Design par_serial_8_1, sky130hd; sources not shown.
==> images/zoom.png <==
Region (18, 12) to (43, 37) um. Cells in grey, sequential cells in the stronger grey; small squares are vias.
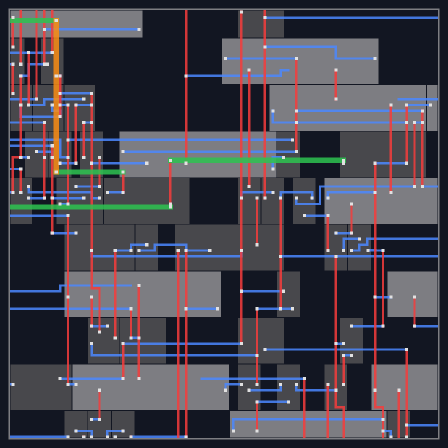
legend:
  met1:
    colour: blue
  met2:
    colour: red
  met3:
    colour: green
  met4:
    colour: orange
most frequent: nand2_1 (13), dfrtp_1 (8), nand3_1 (4)
cells with their middle in the window: 43
sequential cells in the window: 8

==> images/drive_strength.png <==
(8 px per um)
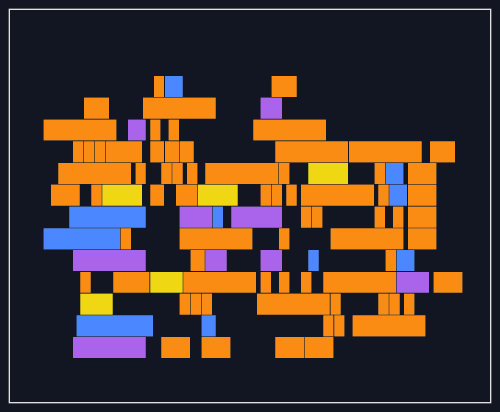
legend:
  drive 2:
    colour: blue
    cells: 10
  drive 3 to 4:
    colour: purple
    cells: 9
    most_used: buf_4
  drive 6 and up:
    colour: yellow
    cells: 5
    most_used: clkbuf_8
  drive 1 or less:
    colour: orange
    cells: 72
    most_used: nand2_1
final worst setup slack: 0.268 ns
Non-CTS buffers: 18

==> images/met2.png <==
(6 px per um)
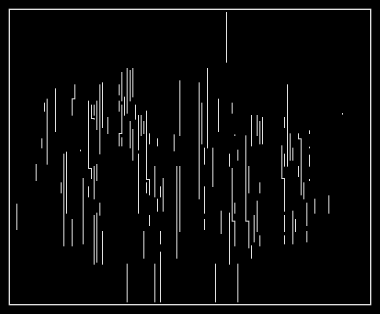
share of all routed wire: 47%
nets with wire on the layer: 82
wire length on this layer: 569 um
main direction: vertical
longest straight run: 19.4 um
final wirelength: 1.22 mm
via count: 526

==> images/registers.png <==
(6 px per um) Other sequential cells in the stronger grey, the rest of the logic in the fainter grey.
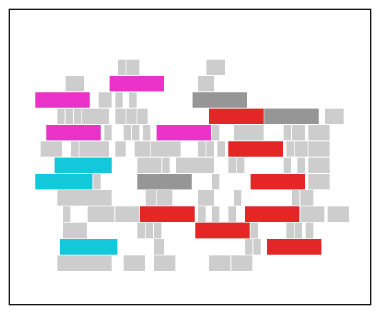
legend:
  shift_reg:
    colour: red
    sequential_cells: 7
  comma_cnt:
    colour: magenta
    sequential_cells: 4
  bit_cnt:
    colour: cyan
    sequential_cells: 3
not coloured: 3
P_seq: 394 uW
FF+latch area: 429 um^2
utilization after layout: 49.3%
Seq area share: 42.8%

==> images/final_congestion.png <==
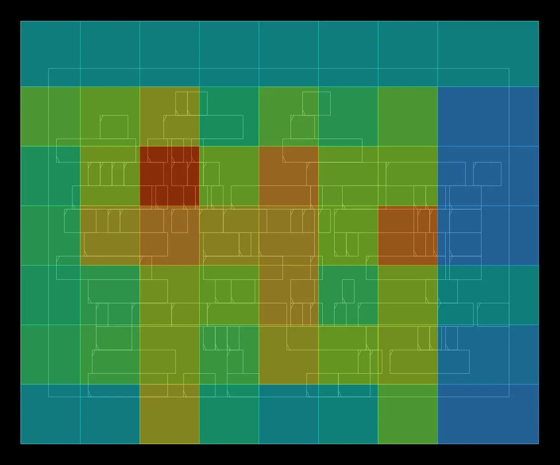
GRT busiest layer: met2
GRT Total Usage: 9.60%
Wirelength per Cell: 10.1 um
met1 Track Usage GR: 11.5%

==> flow_metrics.tcl <==
# yosys + openroad results
set metrics [dict create \
    dieArea_um2 2940 \
    synthArstFlopShare_pct 100 \
    postLayoutCellArea_um2 1000 \
    yosysWarnings 0 \
    firstDrtPassIters 3 \
    worst_pin_slew_ns 0.622 \
    n_fill_cell 205 \
    grt_pass1_vias 487 \
    cts_buffers 3 \
    synth_adder_area_share_pct 6.85 \
    cts_resized 14 \
    pg_comb_uw 44.8 \
    top_logic_kind "simple AND/OR/NAND/NOR gates" \
    synth_top_area_share_pct 47.9 \
    crit_required_ns 1.44 \
    chipWidth_um 60 \
    placed_area_um2 901 \
    ir_worst_vdd_mv 0.603 \
    port_buffers 14 \
    ff_type "dfrtp_1" \
    seqPwrFrac_pct 55.5 \
    crit_chain "ha_4 > ha_4 > buf_6" \
    crit_path_start_kind "register" \
    crit_path_max_incr_delay_ns 0.55 \
    n_tap_cell 24 \
    fin_crit_sh_pct 85.1 \
    holdBufCountCts 0 \
    path_common_cell "ha_4" \
    hold_class "register to register" \
    switching_power_uw 142 \
    ys_chip_area_um2 731 \
    instances_no_fill 120 \
    synthDistinctLibCells 16 \
    die_y_um 49 \
    maxUsedRoutingLayer "met4" \
    n_all_inverters 8 \
    cap_violations 0 \
    cp_slowest_cell "dfstp_2" \
    status "completed" \
    grt_setup_unrepaired "true" \
    synthMuxAreaShare_pct 0 \
    worstPathMaxFanout 2 \
    grt_max_degree 18 \
    num-multi-input-gates 49 \
    arrival_ns 1.17 \
    most-common-layout-cells "nand2_1, nor2_1, dfrtp_1" \
    drt_iter0_drc 14 \
    synth_area_leader_cell "dfrtp_1" \
    clk_share_pct 4.49 \
    r2r_cells 6 \
    synth-edff-count 0 \
    path_class "register to output pin" \
    ys_sh_aoi_pct 1.71 \
    logic_area_um2 298 \
    fmax_mhz 653 \
    wl_met1_um 534 \
    synth.cells.most_frequent "nor2_1, nand2_1, dfrtp_1" \
    clk-power_uw 271 \
    fin_crit_ns 1.53 \
    use_met3_pct 5.56 \
    cts_tree "yes" \
    power_leakage_nw 0.500 \
    wl_met2_um 569 \
    seq_cells 17 \
    clock-sinks 17 \
    yosys.stat.seqShare_pct 58.7 \
    bufAreaShareNonClock_pct 16.7 \
    min_path_cells 2 \
    openroad.warnings 29 \
    antenna_cells 0 \
    finalMaxSlewViolations 0 \
    drc 0 \
    end_kind "output pin" \
    power_density_nw_per_um2 708 \
    hpwl_um 852 \
    avgSynthCellArea_um2 9.74 \
    drive_gt1_share_pct 25.0 \
    ys_sh_simple_pct 25.5 \
    worst_clock_skew_ns 0.000412 \
    path_depth 3 \
    clk_pin_slew_ns 0.06 \
    slew_headroom_pct 58.5 \
    synth_area_um2 731 \
    antenna_left 0 \
    post_cts_buffers 0 \
    overflow 0 \
    top_cells_by_area "dfrtp_1, dfstp_2, nor2_1, nand2_1, ha_1" \
    netlist_instances 75 \
    antenna_found_initial 0 \
    synthToLayoutAreaGrowth_pct 37.2 \
    finalHoldViolCount 0 \
    power_frac_comb_pct 6.3 \
    design_power_total_uw 710 \
    ios 15 \
    top_power_group "sequential cells" \
    dpl.cell_count 113 \
    final_nets 112 \
    clock_path_buffers 2 \
    critPathBufInv 1 \
    largest_register_ffs 7 \
    comb_share_pct 29.7 \
    setup_viol 0 \
    cts_htree_levels 1 \
    core-area_um2 2030 \
    grt_pass1_wl_mm 2.06 \
    ys_ff 17 \
    intPower_uw 567 \
    lay_top_count "nand2_1" \
    rows 14 \
    fp_util_pct 36.0 \
    setup_tns_ns 0 \
    syn-num-nets 90 \
    largest_class "flip-flops and latches" \
    via_per_inst 4.38 \
]
Power figures rest on the tool's default switching activity, not on a simulated workload.
